Run 1, wiring by layer:
(8 px per µm)
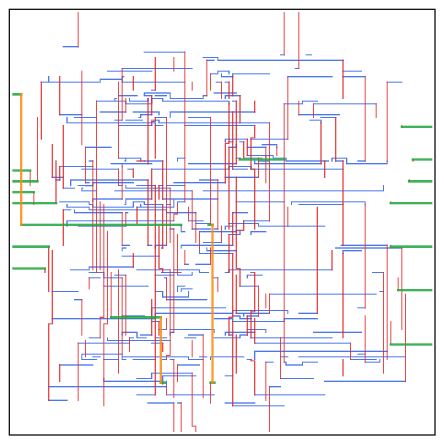
Run 1, the metal 2 layer:
(4 px per µm)
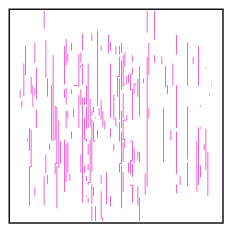
Run 1, the clock network:
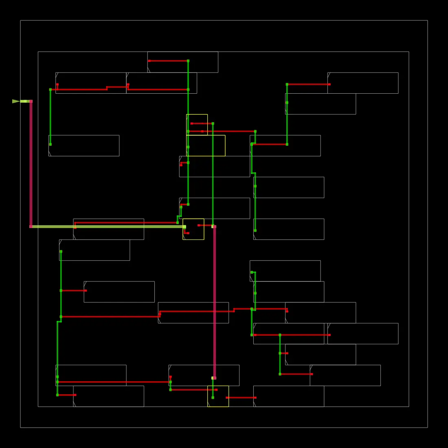
Run 1, metal 3:
(4 px per µm)
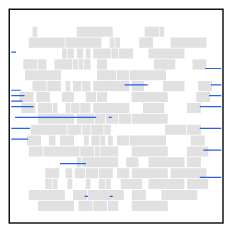
<file path="config.mk">
export PLATFORM = sky130hd
export DESIGN_NAME = bcd_to_bin
export DESIGN_NICKNAME = d
export VERILOG_FILES = /design/src/rtl/bcd_to_bin.sv
export SDC_FILE = /design/constraint.sdc
export NUM_CORES = 1
export LEC_CHECK = 0
export CORE_MARGIN = 2
export CORE_UTILIZATION = 50
export DETAILED_ROUTE_END_ITERATION = 16
export GPL_ROUTABILITY_DRIVEN = 0
export PLACE_DENSITY = 0.76
export SLEW_MARGIN = 20
export SYNTH_ARGS = -nofsm -noshare
export SYNTH_HDL_FRONTEND = slang
export SYNTH_SLANG_ARGS = --single-unit
</file>
<file path="constraint.sdc">
create_clock -name clk -period 3.83 [get_ports clk]
set_input_delay 0.5745 -clock clk [delete_from_list [all_inputs] [get_ports clk]]
set_output_delay 0.5745 -clock clk [all_outputs]
set_load 0.01 [all_outputs]
</file>
<file path="src/rtl/bcd_to_bin.sv">
// Sequential BCD-to-binary converter (reverse double-dabble, one bit per clock).
// Optional invalid-digit check enabled by defining BCD_ERR_CHECK_EN.
module bcd_to_bin #(
    parameter int DIGITS = 2,
    parameter int BIN_W  = 7
) (
    input  logic                  clk,
    input  logic                  rst,
    input  logic                  start,
    input  logic [4*DIGITS-1:0]   bcd_in,
    output logic                  busy,
    output logic                  done,
    output logic [BIN_W-1:0]      bin_out,
    output logic                  err
);

    localparam int BCD_W = 4 * DIGITS;
    localparam int WORK_W = BCD_W + BIN_W;
    localparam int CNT_W = $clog2(BIN_W + 1);
    localparam logic [CNT_W-1:0] LAST_ITER = CNT_W'(BIN_W - 1);

    typedef enum logic [1:0] {
        IDLE  = 2'd0,
        SHIFT = 2'd1,
        DONE  = 2'd2
    } state_t;

    state_t             state_reg, state_next;
    logic [BCD_W-1:0]   bcd_reg, bcd_next;
    logic [BIN_W-1:0]   bin_reg, bin_next;
    logic [CNT_W-1:0]   cnt_reg, cnt_next;
    logic [BIN_W-1:0]   bin_out_reg, bin_out_next;
    logic               err_reg, err_next;

    logic [WORK_W-1:0]  shifted;
    logic [BCD_W-1:0]   bcd_adj;

    // The bcd LSB drops into the bin MSB; each digit then gets its -3 correction.
    assign shifted = {bcd_reg, bin_reg} >> 1;

    generate
        for (genvar gi = 0; gi < DIGITS; gi++) begin : g_adj
            logic [3:0] nib;
            assign nib = shifted[BIN_W + 4*gi +: 4];
            assign bcd_adj[4*gi +: 4] = (nib >= 4'd8) ? (nib - 4'd3) : nib;
        end
    endgenerate

`ifdef BCD_ERR_CHECK_EN
    logic [DIGITS-1:0] digit_bad;
    generate
        for (genvar gi = 0; gi < DIGITS; gi++) begin : g_chk
            assign digit_bad[gi] = (bcd_in[4*gi +: 4] > 4'd9);
        end
    endgenerate
`endif

    always_ff @(posedge clk or posedge rst) begin
        if (rst) begin
            state_reg   <= IDLE;
            bcd_reg     <= '0;
            bin_reg     <= '0;
            cnt_reg     <= '0;
            bin_out_reg <= '0;
            err_reg     <= 1'b0;
        end else begin
            state_reg   <= state_next;
            bcd_reg     <= bcd_next;
            bin_reg     <= bin_next;
            cnt_reg     <= cnt_next;
            bin_out_reg <= bin_out_next;
            err_reg     <= err_next;
        end
    end

    always_comb begin
        state_next   = state_reg;
        bcd_next     = bcd_reg;
        bin_next     = bin_reg;
        cnt_next     = cnt_reg;
        bin_out_next = bin_out_reg;
        err_next     = err_reg;
        case (state_reg)
            IDLE: begin
                if (start) begin
                    bcd_next   = bcd_in;
                    bin_next   = '0;
                    cnt_next   = '0;
                    err_next   = 1'b0;
                    state_next = SHIFT;
`ifdef BCD_ERR_CHECK_EN
                    if (|digit_bad) begin
                        err_next     = 1'b1;
                        bin_out_next = '0;
                        state_next   = DONE;
                    end
`endif
                end
            end
            SHIFT: begin
                bcd_next = bcd_adj;
                bin_next = shifted[BIN_W-1:0];
                cnt_next = cnt_reg + CNT_W'(1);
                // Result is loaded on entry to DONE so it is valid alongside the done pulse.
                if (cnt_reg == LAST_ITER) begin
                    bin_out_next = shifted[BIN_W-1:0];
                    state_next   = DONE;
                end
            end
            DONE: begin
                state_next = IDLE;
            end
            default: begin
                state_next = IDLE;
            end
        endcase
    end

    assign busy    = (state_reg == SHIFT);
    assign done    = (state_reg == DONE);
    assign bin_out = bin_out_reg;
    assign err     = err_reg;

endmodule

</file>
==> results_slide.txt, run 1 <==
Physical Implementation Snapshot

Logic synthesis
  • Yosys adder share: 0.0416
  • Main logic family after synthesis: multiplexers
  • Post-Synth Simple-Gate Area: 0.0760
  • Yosys warning tally: 0
  • Mux cell area share: 0.146
  • Netlist Area Pre-Place: 1200 µm²
  • Seq/Total Area, Yosys: 0.541
  • Nets at Floorplan: 114
  • Yosys cell count: 99
  • Cell variety after synth: 28
  • Chip Area, Yosys: 1200 µm²
  • Synth Area per Inst: 12.1 µm²
  • Yosys xor share: 0.0146
  • AO/OA Area Share: 0.121
  • Flops after synth: 26
  • Mapped Cells: a little under 100

Die
  • Chip area: about 2800 µm²
  • Die height: approximately 53 µm
  • Initial Util: 0.538
  • Rows: 17
  • Chip Width: 53.0 µm
  • Io pins: 21
  • Tapcell count: 28

Detailed routing
  • Vias per std cell: 5.25
  • Antenna Violating Nets Remaining: 0
  • Initial drt markers: 13
  • DRC errors left: 0
  • Highest metal used: met4
  • Wire length on met1: slightly below 1000 µm
  • Met2 WL: 902 µm

Setup path
  • CP endpoint: busy
  • Reg2Reg Depth: 5
  • CP max-delay cell: clkdlybuf4s50_1
  • CP max FO: 15
  • Largest delay share family, worst path: buffers and inverters
  • Critical path required time: 3.26 ns
  • Setup CP Type: reg -> out
  • Element type at the critical path end: primary output
  • Startpoint types: flop
  • Setup crit start: state_reg[1]
  • Critical path cell sequence: nand2b_1, inv_2, clkdlybuf4s50_1
  • Arrival time at the worst endpoint: 1.89 ns
  • RR Startpoint: cnt_reg[0]
  • Max incr delay on CP: 0.60 ns
  • WP depth: 3

Pwr
  • P_leak: 0.708 nW
  • Power Combinational: 468 µW
  • Reg power frac: 0.448
  • Top power group: sequential cells
  • Power Dens Cells: around 770 nW/µm²
  • Power Internal: 724 µW
  • Seq group: 492 µW
  • Switching power: 374 µW
  • Logic pwr share: 0.426
  • Final Power: around 1.1 mW
  • Clk pwr share: 0.126

Timing
  • Worst relative slew slack: 0.359
  • Worst Setup Slack, final: 1.36 ns
  • RSZ-0062 raised after global routing: no
  • Setup-failing EPs final: 0
  • Max Fclk: roughly 400 MHz
  • Worst Tran Pin Value: 0.961 ns
  • Hold Vio Cnt, Final: 0
  • Hold Slack: 0.512 ns
  • Period utilization: 0.644

Finish
  • Logic area: between 400 and 500 µm²
  • Register area: 651 µm²
  • Flop share of the area: 0.454
  • Max reg flops: 8
  • Inverters: 8
  • Dominant logic cell types in the final layout: 26 x dfrtp_1, 19 x clkdlybuf4s50_1, 10 x nand2_1
  • Non-Filler Instances: 146
  • ClkCell Share: 0.0253
  • Design Area, Final: ~1400 µm²
  • Final Util: 0.641
  • Number of logic gates: roughly 60
  • Most numerous logic cell after layout: dfrtp_1
  • Num sequential: 26
  • Layout cells sized above 1: 0.110
  • P&R area growth vs syn: 19.1%
  • Non-clock buffering overhead: 0.138
  • Fillers: ~180
  • Logic share of the area: 0.337
  • Top cell class by occupied area: flip-flops and latches
  • Nonclk buf count: 20

GRT
  • M3 GR Usage: 0.0282
  • Vias in the first global route: a little under 800
  • Largest net degree at the start of global routing: 27
  • Antenna violations before repair: 0
  • First-pass GRT wire length: 3480 µm
  • Grt met1 use: 0.226
  • Grt ovf: 0
  • GR peak layer: met2

Status
  • Status: finished clean

Job
  • Max cap viols: 0
  • Total tool warning count: 29

Clock network
  • CTS tree: yes
  • Post-CTS sizing: 0
  • Cts hold-fix bufs: 0
  • Setup Buffers After CTS: 0
  • Late-Pin Clk Latency: 0.32 ns
  • CTS root buffer: clkbuf_4
  • Clock transition at path regs: 0.14 ns
  • CTS Buffer Depth: 2

Min path
  • Hold endpoint: bcd_reg[5]
  • Hold path depth: 2
  • Worst min path class: reg -> reg

Place
  • Detailed placement HPWL: 1460 µm
  • Dpl ws: approximately 1.7 ns
  • Cell count after placement: about 140
Notes on 'wiring by layer' above:
met1 -> blue  # wire length 993 µm
met4 -> orange  # wire length 44.2 µm
met3 -> green  # wire length 82.4 µm
met2 -> red  # wire length 903 µm
vias: 766
total wire length: 2020 µm
gr usage total: 0.178

Notes on 'the metal 2 layer' above:
longest straight run = 32.3 µm
share of all routed wire = 45%
met2 GRT Util: 0.283

Notes on 'the clock network' above:
Clock Buffer Count: 4
Worst Clk Skew: 0.00368 ns
clock sinks: 26

Notes on 'metal 3' above:
wire length on this layer = 82.4 µm
longest straight run = 20.0 µm
share of all routed wire = 4.1%
nets with wire on the layer = 17
main direction = horizontal

==> run 1: Yosys cell counts, drive strengths merged <==
library cell | count | area (µm²)
nand2 | 10 | 37.5
and2b | 1 | 7.51
a32o | 1 | 10.0
mux2 | 7 | 105
o21ai | 6 | 30.0
clkbuf | 1 | 3.75
o22a | 2 | 17.5
nor2 | 1 | 3.75
nor2b | 3 | 18.8
o211a | 1 | 10.0
nand2b | 2 | 12.5
o31ai | 1 | 7.51
conb | 1 | 3.75
nand3 | 1 | 5.00
or2 | 1 | 6.26
buf | 4 | 35.0
o21bai | 1 | 7.51
a22o | 6 | 52.6
dfrtp | 26 | 651
mux2i | 7 | 70.1
ha | 4 | 50.1
inv | 8 | 30.0
a21oi | 2 | 10.0
xor2 | 1 | 8.76
xnor2 | 1 | 8.76
==> run 2: changes to the inputs <==
Clock period 3.83 ns to 2.41 ns, I/O delays scaled along.
Run 2, PDN straps and rails:
(8 px per µm) Pins as bars on the die edge. Tap cells in grey.
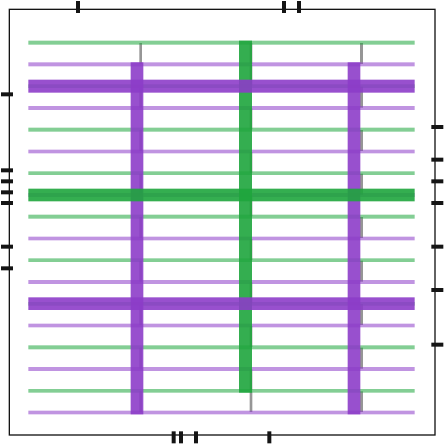
VSS -> purple
VDD -> green
met4 straps = 3
met1 rails = 18

Run 2, metal 3:
(4 px per µm)
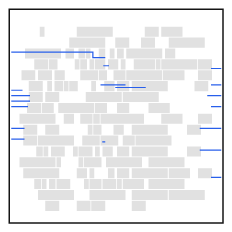
share of all routed wire = 4.1%
main direction = horizontal
longest straight run = 20.2 µm

==> run 2 against run 1 <==
Compared with the run above: area after synthesis did not move; highest routed layer unchanged; clock skew rose by 0.00085 ns; worst hold slack got worse by 0.13 ns; combinational power rose by 61%; sequential power rose by about 60%; cell area rose by 2.2%; non-clock buffer count rose by 2; routed wire length rose by 0.69%.
==> results_slide.txt, run 2 <==
Physical Implementation Snapshot

Timing
  • Worst Setup Slack, final: 0.141 ns
  • Hold Slack: between 0.3 and 0.4 ns
  • Max Fclk: 441 MHz
  • Worst Clk Skew: around 0.0045 ns
  • Final Max Tran Viols: 0
  • Setup TNS: 0 ns
  • Worst relative slew slack: 0.560
  • RSZ-0062 raised after global routing: no
  • Final worst path period need: 2.27 ns
  • Period utilization: 0.942
  • Worst Tran Pin Value: 0.658 ns
  • Setup-failing EPs final: 0
  • Hold Vio Cnt, Final: 0

Pwr
  • Seq group: 787 µW
  • Power Internal: 1.24 mW
  • Top power group: sequential cells
  • Switching power: 604 µW
  • Reg power frac: 0.428
  • P_leak: about 0.73 nW
  • P_clk: 297 µW
  • Final Power: 1.84 mW
  • Power Combinational: 755 µW
  • Logic pwr share: 0.411
  • Clk pwr share: 0.161
  • Power Dens Cells: 1260 nW/µm²

GRT
  • First-pass GRT wire length: 3550 µm
  • M3 GR Usage: 0.0254
  • Vias in the first global route: 738
  • GR peak layer: met2
  • Gr usage total: 0.177
  • Antenna violations before repair: 0
  • Grt ovf: 0
  • Largest net degree at the start of global routing: 27
  • Met2 GRT Util: 0.285
  • Grt met1 use: 0.249

Clock network
  • CTS Buffer Depth: 2
  • Post-CTS sizing: 0
  • CTS root buffer: clkbuf_4
  • Cts hold-fix bufs: 0
  • Late-Pin Clk Latency: 0.32 ns
  • Num CTS Buffers: 3
  • Clock sinks: 26
  • CTS tree: yes
  • H-tree levels: 1
  • Clock transition at path regs: 0.14 ns
  • Setup Buffers After CTS: 0

Logic synthesis
  • Yosys cell count: 99
  • Cell variety after synth: 28
  • Mapped Cells: roughly 99
  • Synth Area per Inst: 12.1 µm²
  • Chip Area, Yosys: approximately 1200 µm²
  • Synth top cells by count: 26 x dfrtp_1, 10 x nand2_1, 7 x inv_1, 7 x mux2_4, 7 x mux2i_1
  • Max-area cell share: 0.541
  • Post-synth EDFFs: 0
  • Cell area leaders: dfrtp_1 54%, mux2_4 8.7%, mux2i_1 5.8%
  • Seq/Total Area, Yosys: 0.541
  • Nets at Floorplan: ~110
  • Netlist Area Pre-Place: 1200 µm²
  • Top-count cell post-synth: dfrtp_1
  • Flops after synth: 26
  • Primary FF master, synth: dfrtp_1
  • Ys async rst share: 1.00
  • Area leader, netlist: dfrtp_1
  • Yosys warning tally: 0

Finish
  • Register area: ~650 µm²
  • Clock Buffer Count: 3
  • Flop share of the area: 0.444
  • Non-clock buffering overhead: 0.145
  • Num sequential: 26
  • Nonclk buf count: 22
  • Fillers: 184
  • Logic share of the area: 0.330
  • Dominant logic cell types in the final layout: 26 x dfrtp_1, 19 x clkdlybuf4s50_1, 10 x nand2_1
  • Max reg flops: 8
  • Top cell class by occupied area: flip-flops and latches
  • # nets final: approximately 140
  • P&R area growth vs syn: 21.7%
  • Number of logic gates: 60
  • ClkCell Share: 0.0359
  • Design Area, Final: 1460 µm²
  • Inverters: 8
  • Non-Filler Instances: roughly 150
  • Layout cells sized above 1: 0.125
  • Most numerous logic cell after layout: dfrtp_1
  • Final Util: 0.655
  • Logic area: 483 µm²

Detailed routing
  • Vias: slightly below 800
  • Total wire length: roughly 2000 µm
  • Initial drt markers: 12
  • Antenna Violating Nets Remaining: 0
  • Met2 WL: 941 µm
  • Highest metal used: met4
  • DR WL met3: 82 µm
  • TritonRoute pass-1 iters: 5
  • Wire length on met1: 993 µm
  • DRC errors left: 0
  • Vias per std cell: 5.24

Die
  • Rows: 17
  • Initial Util: 0.538
  • Io pins: 21
  • Die height: 53.0 µm
  • Tapcell count: 28
  • Chip area: 2810 µm²
  • Chip Width: 53.0 µm
  • CORE AREA: 2230 µm²

Place
  • Cell count after placement: 144
  • Detailed placement HPWL: 1410 µm
  • Dpl ws: 0.509 ns
  • Port-buffer cells: 19
  • Area after DPL: 1410 µm²

Setup path
  • RR Endpoint: bin_out[2]
  • Setup CP Type: reg -> out
  • RR Startpoint: cnt_reg[0]
  • CP max FO: 15
  • Element type at the critical path end: primary output
  • Critical path required time: 2.05 ns
  • Startpoint types: flop
  • Arrival time at the worst endpoint: ~1.9 ns
  • Reg2Reg Depth: 5
  • CP endpoint: busy
  • Setup crit start: state_reg[1]
  • Setup slack, reg-to-reg: about 0.8 ns

Min path
  • Worst min path class: in -> async

Job
  • Max cap viols: 0
  • Total tool warning count: 29

Status
  • Status: finished clean
Run 2, the metal 2 layer:
(4 px per µm)
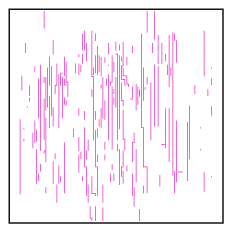
longest straight run = 35.7 µm
share of all routed wire = 46%
main direction = vertical
nets with wire on the layer = 114
wire length on this layer = 941 µm

## run 2: cell counts after synthesis
No cell type changed its count.
## run 2: critical path: stages, from the launching register on
cell and delay (ns):
dfrtp_1 0.45, nand2b_1 0.26, inv_2 0.28, clkdlybuf4s50_1 0.60
## run 2: cells by family (layout without fill, tap and decap cells)
| group | Yosys count | count (layout) | share of synthesized area |
|---|---|---|---|
| xor+xnor | 2 | 2 | 0.0146 |
| compound gates | 20 | 20 | 0.121 |
| simple gates | 19 | 19 | 0.0760 |
| flops | 26 | 26 | 0.541 |
| other cells | 1 | 1 | 0.00312 |
| fa+ha+maj | 4 | 4 | 0.0416 |
| buf+inv | 13 | 34 | 0.0572 |
| mux | 14 | 14 | 0.146 |
Power is estimated from default activity; no workload was simulated.
